[src/rtl/sqrt_iter_unit.sv]
// Sequential integer square root using a restoring digit recurrence.
// Each CALC cycle takes 2*BITS_PER_CYCLE radicand bits, MSB first, and
// resolves BITS_PER_CYCLE root bits. The results are asqrt = floor(sqrt(a))
// and rem = a - asqrt^2. Valid/ready handshakes are used on both sides.
module sqrt_iter_unit #(
    parameter int WIDTH          = 128,
    parameter int BITS_PER_CYCLE = 1
) (
    input  logic               clk,
    input  logic               rst,
    input  logic               in_valid,
    output logic               in_ready,
    input  logic [WIDTH-1:0]   a,
    output logic               out_valid,
    input  logic               out_ready,
    output logic [WIDTH/2-1:0] asqrt,
    output logic [WIDTH/2:0]   rem,
    output logic               busy
);
    localparam int HW    = WIDTH / 2;
    localparam int ITERS = HW / BITS_PER_CYCLE;
    localparam int CW    = $clog2(ITERS + 1);
    localparam int SH    = 2 * BITS_PER_CYCLE;
    // The working remainder is shifted before the trial subtract. A partial
    // remainder stays below 2^(HW+2), so one extra bit holds the sign.
    localparam int RW    = HW + 3;

    typedef enum logic [1:0] {S_IDLE, S_CALC, S_DONE} state_t;

    state_t          r_state;
    state_t          w_next;
    logic            w_accept;
    logic            w_last;
    logic [WIDTH-1:0] r_rad;
    logic [HW-1:0]   r_root;
    logic [HW+1:0]   r_rem;
    logic [CW-1:0]   r_cnt;
    logic [HW-1:0]   r_asqrt;
    logic [HW:0]     r_rem_out;
    logic [HW-1:0]   w_root;
    logic [RW-1:0]   w_rem;
    logic [RW-1:0]   w_trial;

    // State register
    always_ff @(posedge clk) begin
        if (rst) r_state <= S_IDLE;
        else     r_state <= w_next;
    end

    // Next-state logic, plus the accept and last-iteration strobes
    always_comb begin
        w_next   = r_state;
        w_accept = 1'b0;
        w_last   = 1'b0;
        case (r_state)
            S_IDLE: if (in_valid) begin
                w_next   = S_CALC;
                w_accept = 1'b1;
            end
            S_CALC: if (r_cnt == '0) begin
                w_next = S_DONE;
                w_last = 1'b1;
            end
            S_DONE: if (out_ready) w_next = S_IDLE;
            default: w_next = S_IDLE;
        endcase
    end

    // One cycle of the recurrence: BITS_PER_CYCLE restoring trial-subtracts in series
    always_comb begin
        w_root  = r_root;
        w_rem   = {1'b0, r_rem};
        w_trial = '0;
        for (int k = 0; k < BITS_PER_CYCLE; k++) begin
            w_rem   = {w_rem[RW-3:0], r_rad[WIDTH-1-2*k -: 2]};
            w_trial = w_rem - {1'b0, w_root, 2'b01};
            if (!w_trial[RW-1]) begin
                w_rem  = w_trial;
                w_root = {w_root[HW-2:0], 1'b1};
            end else begin
                w_root = {w_root[HW-2:0], 1'b0};
            end
        end
    end

    // Datapath: capture on accept, iterate in CALC, latch results on DONE entry
    always_ff @(posedge clk) begin
        if (rst) begin
            r_rad     <= '0;
            r_root    <= '0;
            r_rem     <= '0;
            r_cnt     <= '0;
            r_asqrt   <= '0;
            r_rem_out <= '0;
        end else if (w_accept) begin
            r_rad  <= a;
            r_root <= '0;
            r_rem  <= '0;
            r_cnt  <= CW'(ITERS - 1);
        end else if (r_state == S_CALC) begin
            r_rad  <= r_rad << SH;
            r_root <= w_root;
            r_rem  <= w_rem[HW+1:0];
            if (r_cnt != '0) r_cnt <= r_cnt - 1'b1;
            if (w_last) begin
                r_asqrt   <= w_root;
                r_rem_out <= w_rem[HW:0];
            end
        end
    end

    assign in_ready  = (r_state == S_IDLE);
    assign out_valid = (r_state == S_DONE);
    assign busy      = (r_state != S_IDLE);
    assign asqrt     = r_asqrt;
    assign rem       = r_rem_out;

endmodule
[config.mk]
export PLATFORM = sky130hd
export DESIGN_NAME = sqrt_iter_unit
export DESIGN_NICKNAME = d
export VERILOG_FILES = /design/src/rtl/sqrt_iter_unit.sv
export SDC_FILE = /design/constraint.sdc
export NUM_CORES = 1
export LEC_CHECK = 0
export CORE_MARGIN = 3
export CORE_UTILIZATION = 50
export DETAILED_ROUTE_END_ITERATION = 6
export GPL_TIMING_DRIVEN = 0
export PLACE_DENSITY = 0.84
export SLEW_MARGIN = 10
export SYNTH_ARGS = -nofsm -noshare
export SYNTH_HDL_FRONTEND = slang
export SYNTH_SLANG_ARGS = --single-unit
[constraint.sdc]
create_clock -name clk -period 4.3 [get_ports clk]
set_input_delay 0.86 -clock clk [delete_from_list [all_inputs] [get_ports clk]]
set_output_delay 0.86 -clock clk [all_outputs]
set_load 0.005 [all_outputs]
==> metrics.cfg, run 1 <==
[outcome]
outcome=complete, no violations

[worst_setup_path]
reg2reg_depth=12
critPathCaptureType=flip-flop
worstSetupPathType=flip-flop to flip-flop
cp-start-kind=flip-flop
crit_required_ps=4740
crit_arrival_ps=4530

[synth]
ys_cells=2487
ys.flop_type=dfxtp_1
syn_area_per_cell_sq_um=7.71
enable_flop_cells=0
ys_types=69
ys_async_sr_fraction_pct=0
synth_cells=2487
ys_seq_share_pct=41.2
yosysWarnings=0
ys_ff=395
synthesis.area_sq_um=19200
floorplan.nets=2686
topCellsByArea=dfxtp_1 41%, a21oi_1 9.9%, nand2_1 9.2%

[clocking]
cts_buffer_depth=3
cts_tree=done
cts_made_buffers=43
path_clk_slew_ps=70
htree_levels=2
post-cts-setup-buffers=0
clk_latency_ps=590
cts.sinks=395

[floorplan]
io_pins=264
fp.dieW_um=202
die_h_um=202
die-area_sq_um=40800

[drt]
drc=0
drtIter0Drc=1508
via_per_inst=5.79
ant_nets=0
dr.pass1.iters=6
routedWlPerCell_um=18.8

[layout]
final_cell_mix=472 x nand2_1, 395 x dfxtp_1, 380 x a21oi_1, 262 x clkdlybuf4s50_1, 224 x nor2_1
layout.nets=2993
fillerInstances=3295
syn_to_final_growth_pct=24.4
lay_top_count=nand2_1
diodes=0

[flow_run]
drv_cap=0
warnings=27

[power]
p_int_w=0.00803
switching_share_pct=37.7
p_sw_w=0.00485
power_density_nw_per_um2=540
leakage_nw=9.05
total_power_w=0.0129
seq_power_share_pct=31.6

[min_path]
hold_path_class=flip-flop to flip-flop
min_path_cells=2

[grt]
grt_overflow=0
grt_pass1_wl_um=96800
antenna_found_initial=2
grt_max_degree=15
grt_usage_pct=29.2
grt_pass1_vias=18400

[placed_design]
hpwl_um=47700
pre_cts_ws_ps=366
place_congestion=0.979
portBuffers=262

[final_timing]
fmax_mhz=245
skew_ps=25.7
tns_ps=0
setup_slack_ps=218
rsz0062_at_grt=no
finalCritPeriodShare_pct=94.9
maxSlewHeadroom_pct=18.3
hold_viol=0
finalSetupViolations=0
min_period_ps=4080

[run 1: synth_stat cells (8+ instances only)]
library cell  instances
buf_2                11
a21oi_1             380
xor2_1               21
clkbuf_1            158
nand3_1              23
dfxtp_1             395
inv_1                88
o21bai_1             14
nand4_1              27
mux2_1               32
o21ai_1               9
a22oi_1             126
ha_1                 67
a21o_1               34
xnor2_1              42
a31oi_1              20
o31ai_1               9
o21a_1                9
mux2i_1              15
nand2b_1              9
nor2_1              224
nor3_1               16
a211oi_1             13
o21ai_0             155
buf_1                 8
nand2_1             472
[run 1: kinds of logic (layout without fill, tap and decap cells)]
| family | count (synthesis) | in the layout | share of synthesized area [%] |
|---|---|---|---|
| adder cells (fa/ha/maj) | 67 | 67 | 4.37 |
| buffers and inverters | 272 | 611 | 5.61 |
| XOR/XNOR | 65 | 65 | 3.10 |
| AND-OR/OR-AND | 820 | 820 | 25.3 |
| multiplexers | 53 | 53 | 3.01 |
| AND/OR/NAND/NOR | 815 | 815 | 17.4 |
| flip-flops | 395 | 395 | 41.2 |
[run 1: registers in the layout, summed over array words and instances, names as in the netlist]
signal,flops
r_rad,128
asqrt,64
r_state,2
r_root,64
r_rem,65
r_cnt,7
rem,65
[run 1: power by group through the flow]
stage	Combinational [W]	Sequential, W	Clock (W)
final	0.00506	0.00408	0.00374
after global placement	0.00486	0.00413	0
after floorplan	0.00353	0.00409	0
after CTS	0.00494	0.00407	0.00380
after detailed placement	0.00491	0.00415	0
after global routing	0.00547	0.00409	0.00392
[run 1: critical path, cell delays in order (launching register included)]
cell,delay (ps)
dfxtp_1,390
inv_1,70
ha_1,330
o21a_1,140
or4_1,490
and3_1,230
o2111ai_1,510
a21oi_1,250
o31ai_1,650
a21o_1,240
a211oi_1,80
o31ai_1,420
a31oi_1,130
[run 1: what timing repair did]
item,in CTS,in global routing
endpoints found under the setup margin,0,2
resized,0,1
hold endpoints to repair,0,0
[run 1: final timing paths]
| kind | startpoint | endpoint | slack, ps |
|---|---|---|---|
| worst min-delay path | asqrt[16] | asqrt[16] | 450 |
| worst max register to register | r_root[0] | r_rem[57] | 220 |
| worst min register to register | asqrt[16] | asqrt[16] | 450 |
| worst max-delay path | r_root[0] | r_rem[57] | 220 |
[run 1: metrics by stage]
stage / cells / cell area, sq um / hold slack, ps / util (%)
after floorplan: 2487 / 19200 / 436 / -
after global placement: 3260 / 22400 / 442 / 59.4
after detailed placement: 3260 / 22400 / 447 / 59.4
after CTS: 3337 / 23900 / 455 / 63.2
after global routing: 3337 / 23900 / 474 / 63.2
final: 3337 / 23900 / 453 / 63.2
[run 1: final cells by class]
cell class / count / area, sq um / share of cell area, %
clock inverter: 21 / 235 / 0.985
tap: 511 / 639 / 2.68
multi-input combinational: 1820 / 10200 / 42.8
buffer: 183 / 742 / 3.11
timing repair buffer: 262 / 2620 / 11.0
inverter: 89 / 334 / 1.40
sequential: 395 / 7910 / 33.1
clock buffer: 56 / 1180 / 4.96
[run 1: per-layer routing]
metal | share of wire (%) | GRT usage, % | vias up
met5 | 0.021 | 0 | -
met4 | 3.6 | 10.6 | 2
met3 | 8.7 | 7.73 | 137
met2 | 46 | 49.6 | 737
met1 | 41 | 35.8 | 9196
li1 | - | - | 9264
Run 1, placed standard cells:
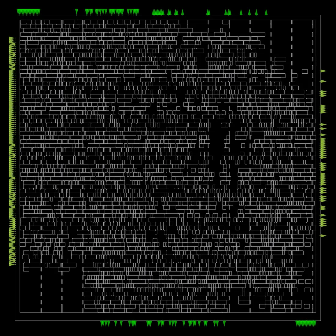
flop count: 395
Tap Cells: 511
core area: 37800 sq um
Std-Cell Rows: 71

Run 1, cell density map:
The die is cut into 20 by 20 equal tiles; black is low, pale yellow is high, 0 to 100% covered.
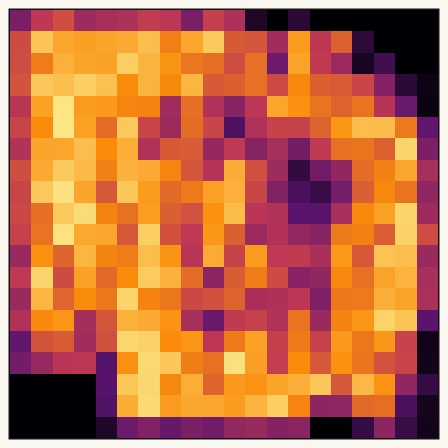
nearly empty tiles: 6.5%
emptiest ninth of the die: north-east
tiles over 75% full: 31%
Initial Util: 50.8%
Final Core Density: 63.2%

Run 1, the metal 3 layer:
Scale bar: 50 um.
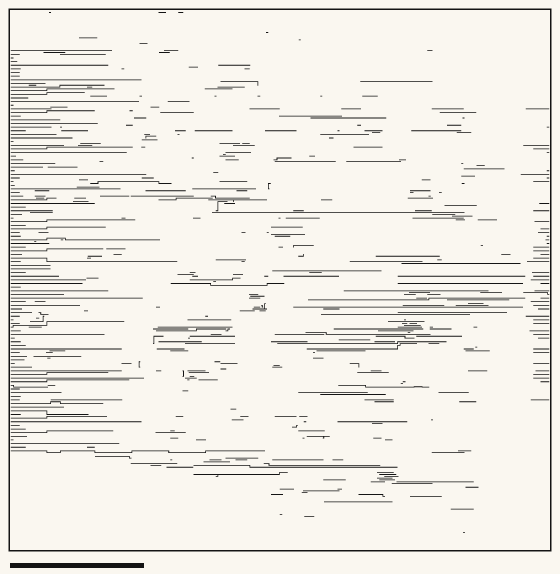
share of all routed wire: 8.7%
longest straight run: 94.1 um
main direction: horizontal
nets with wire on the layer: 366
wire length on this layer: 5480 um
vias: 19300
GR Layer Usage met3: 7.73%
final wirelength: 62800 um

Run 1, selected gate families:
Scale bar: 50 um.
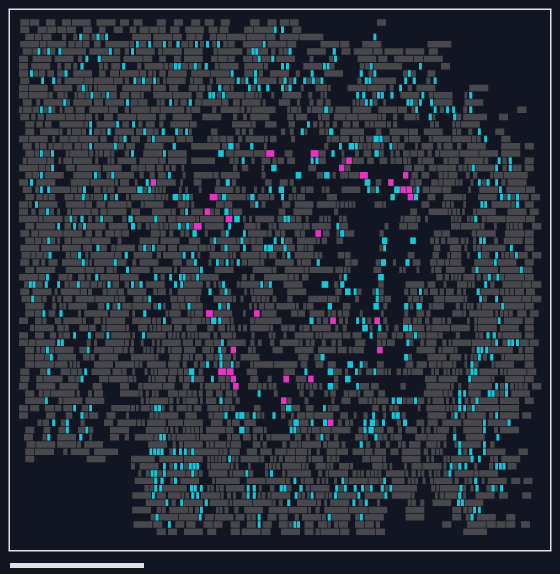
| family | color | cells |
|---|---|---|
| and/or cells | magenta | 30 |
| nand cells | cyan | 532 |
post-route insts no fill: 3337
Comb area share: 42.8%

## Run 2: what changed since run 1
--- a/config.mk
+++ b/config.mk
@@ -9,7 +9,7 @@
 export CORE_UTILIZATION = 50
 export DETAILED_ROUTE_END_ITERATION = 6
 export GPL_TIMING_DRIVEN = 0
-export PLACE_DENSITY = 0.84
+export PLACE_DENSITY = 0.75
 export SLEW_MARGIN = 10
 export SYNTH_ARGS = -nofsm -noshare
 export SYNTH_HDL_FRONTEND = slang
Run 2, port wiring:
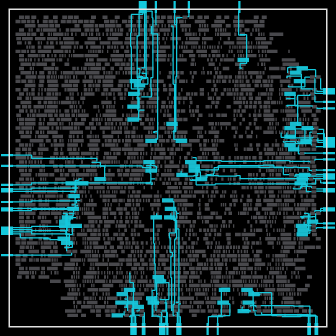
| port | color | bits | direction | edge | end cells | wire |
|---|---|---|---|---|---|---|
| `rem` | cyan | 65 | output | 23 east, 20 south, 13 west, 9 north | 65 | 3350 um |
Ports: 264
port bufs: 262

Run 2, selected gate families:
Scale bar: 50 um.
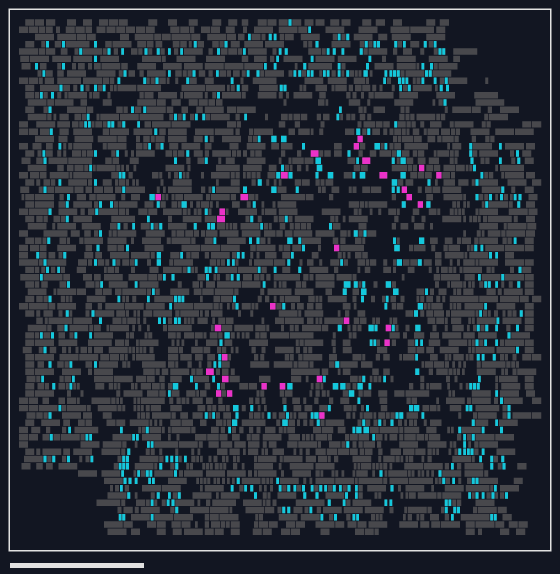
| family | color | cells |
|---|---|---|
| nand cells | cyan | 532 |
| and/or cells | magenta | 30 |
most numerous logic cell after layout: nand2_1
post-route insts no fill: 3335
Comb area share: 42.7%

Run 2, the metal 3 layer:
Scale bar: 50 um.
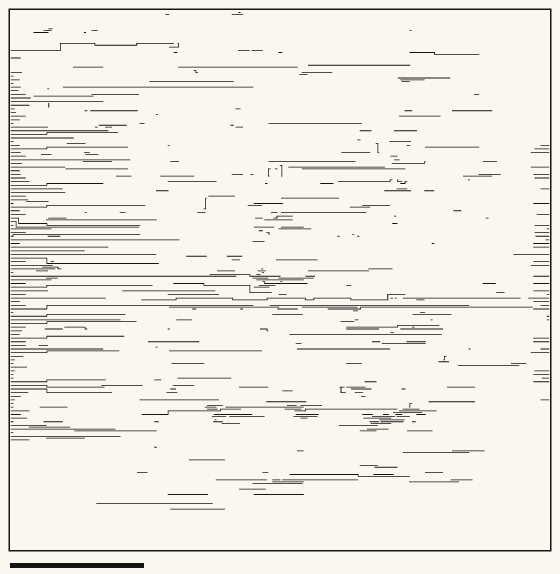
longest straight run: 84.0 um
share of all routed wire: 8.0%
wire length on this layer: 4990 um
final wirelength: 62300 um
GR Layer Usage met3: 7.02%
vias: 19100

==> run 2 against run 1 <==
Clock skew is 5.3 ps lower. Clock power hardly changed. Sequential power barely moved. Largest cell class unchanged. Largest power group unchanged. Register-to-register slack improved by 120 ps. Critical path type unchanged.
==> metrics.cfg, run 2 <==
[grt]
grt_pass1_vias=18200  ; was 18400
antenna_found_initial=0  ; was 2
grt_usage_pct=29.3  ; was 29.2%
grt_use_met2_pct=49.8  ; was 49.6%
grt_overflow=0  ; unchanged
grt_pass1_wl_um=96800  ; about the same
grt_busiest_layer=met2  ; unchanged

[final_timing]
skew_ps=20.4  ; was 25.7 ps
finalSetupViolations=0  ; unchanged
tns_ps=0  ; unchanged
fmax_mhz=253  ; was 245 MHz
maxSlewHeadroom_pct=16.4  ; was 18.3%
rsz0062_at_grt=no  ; unchanged
finalCritPeriodShare_pct=92.1  ; was 94.9%

[power]
comb_power_share_pct=39.5  ; was 39.3%
power_density_nw_per_um2=541  ; was 540 nW/um^2
leakage_nw=9.06  ; was 9.05 nW
p_sw_w=0.00479  ; was 0.00485 W
p_int_w=0.00813  ; was 0.00803 W
switching_share_pct=37.1  ; was 37.7%

[clocking]
htree_levels=2  ; unchanged
path_clk_slew_ps=60  ; was 70 ps
clk_latency_ps=570  ; was 590 ps
cts_buffer_depth=3  ; unchanged
cts.sinks=395  ; unchanged
cts_made_buffers=42  ; was 43

[floorplan]
fp.dieW_um=202  ; unchanged
core_area_sq_um=37800  ; unchanged
fp-row-count=71  ; unchanged
die_h_um=202  ; unchanged
initCoreUtil_pct=50.8  ; unchanged

[worst_setup_path]
reg2reg_to=rem[57]  ; was r_rem[57]
worstSetupPathType=flip-flop to flip-flop  ; unchanged
rrSetupSlack_ps=340  ; was 220 ps
r2r-start=r_root[0]  ; unchanged
crit_arrival_ps=4370  ; was 4530 ps
path_cells=inv_1, ha_1, o21a_1, or4_1, and3_1, o2111ai_1, a21oi_1, o31ai_1, a21o_1, a211oi_1, o31ai_1, a31oi_1  ; unchanged
cp_slowest_cell=o31ai_1  ; unchanged
critPathCaptureType=flip-flop  ; unchanged
critPathTopFamily=AND-OR/OR-AND gates  ; unchanged
critPathBufInv=1  ; unchanged
crit_required_ps=4710  ; was 4740 ps
cp_common_cell=o31ai_1  ; unchanged
reg2reg_depth=12  ; unchanged

[layout]
largest_reg_flops=128  ; unchanged
layout.nets=2994  ; was 2993
syn_to_final_growth_pct=24.5  ; was 24.4%
final_cell_mix=472 x nand2_1, 395 x dfxtp_1, 380 x a21oi_1, 262 x clkdlybuf4s50_1, 224 x nor2_1  ; unchanged
fin_util_pct=63.3  ; was 63.2%

[synth]
yosys-top-cells-count=472 x nand2_1, 395 x dfxtp_1, 380 x a21oi_1  ; unchanged
syn_area_per_cell_sq_um=7.71  ; unchanged
synth_cells=2487  ; unchanged
ys_seq_share_pct=41.2  ; unchanged
enable_flop_cells=0  ; unchanged
topCellsByArea=dfxtp_1 41%, a21oi_1 9.9%, nand2_1 9.2%  ; unchanged
ys_types=69  ; unchanged
synth_top_cell_by_count=nand2_1  ; unchanged
top_cell_area_share_pct=41.2  ; unchanged
yosysWarnings=0  ; unchanged
ys_ff=395  ; unchanged
ys.flop_type=dfxtp_1  ; unchanged
ys_async_sr_fraction_pct=0  ; unchanged

[drt]
via_per_inst=5.72  ; was 5.79
routedWlPerCell_um=18.7  ; was 18.8 um
drc=0  ; unchanged
drtIter0Drc=1433  ; was 1508
ant_nets=0  ; unchanged

[min_path]
min_path_cells=2  ; unchanged
min_from=asqrt[41]  ; was asqrt[16]
min_to=asqrt[41]  ; was asqrt[16]

[flow_run]
drv_cap=0  ; unchanged
warnings=27  ; unchanged

[outcome]
outcome=complete, no violations  ; unchanged

[placed_design]
hpwl_um=46700  ; was 47700 um

[run 2: cell counts after synthesis]
Identical to the previous run, type by type.
[run 2: worst min-delay path: stages, from the launching register on]
cell and delay (ps):
dfxtp_1 310, nand2_1 50, a21oi_1 50
[run 2: final cells by class]
type                       count  area [sq um]
timing repair buffer         264          2640
tap                          511           639
buffer                       183           742
clock buffer                  57          1180
clock inverter                16           236
inverter                      89           334
multi-input combinational   1820         10200
fill                        3339         13900
sequential                   395          7910
[run 2: worst max path at each step]
stage                     startpoint        end  slack, ps  cells after the start
final                      r_root[0]    rem[57]        340                     12
after global routing       r_root[0]  r_rem[57]        170                     12
after CTS                 r_root[46]    rem[37]        220                     13
after detailed placement  r_root[46]    rem[37]        250                     13
after global placement     r_root[0]    rem[51]        320                     12
after floorplan           r_root[46]    rem[54]       1210                     13
[run 2: stage by stage]
stage | hold WS (ps) | std cells | total power (W) | instance area, sq um | setup WS (ps)
finish | 451 | 3335 | 0.0129 | 23900 | 341
detailed placement | 446 | 3260 | 0.00908 | 22400 | 252
floorplan | 436 | 2487 | 0.00762 | 19200 | 1210
CTS | 454 | 3333 | 0.0128 | 23900 | 223
global placement | 442 | 3260 | 0.00901 | 22400 | 316
global route | 470 | 3335 | 0.0135 | 23900 | 172
[run 2: kinds of logic after synthesis]
logic type                 after synthesis  share of synthesized area, %
DFF                                    395                          41.2
muxes                                   53                          3.01
AOI/OAI and AO/OA                      820                          25.3
and+or+nand+nor                        815                          17.4
xor gates and xnor gates                65                          3.10
adders and majority gates               67                          4.37
buffers and inverters                  272                          5.61
[run 2: what timing repair did]
| action | CTS | global route |
|---|---|---|
| endpoints found under the setup margin | 0 | 3 |
| buffers inserted | 0 | 2 |
| resized | 0 | 1 |
[run 2: power by group through the flow]
| stage | clock network [W] | registers [W] | logic, W |
|---|---|---|---|
| after detailed placement | 0 | 0.00414 | 0.00494 |
| final | 0.00375 | 0.00407 | 0.00510 |
| after global placement | 0 | 0.00413 | 0.00487 |
| after global routing | 0.00395 | 0.00410 | 0.00549 |
| after floorplan | 0 | 0.00409 | 0.00353 |
| after CTS | 0.00380 | 0.00407 | 0.00497 |
[run 2: per-layer routing]
metal | vias to the layer above | share of wire (%)
met5 | - | 0
met4 | 0 | 2.5
met3 | 100 | 8.0
met2 | 662 | 47
met1 | 9067 | 42
li1 | 9247 | -
No activity file was given, so power comes from the tool's default toggle rates.
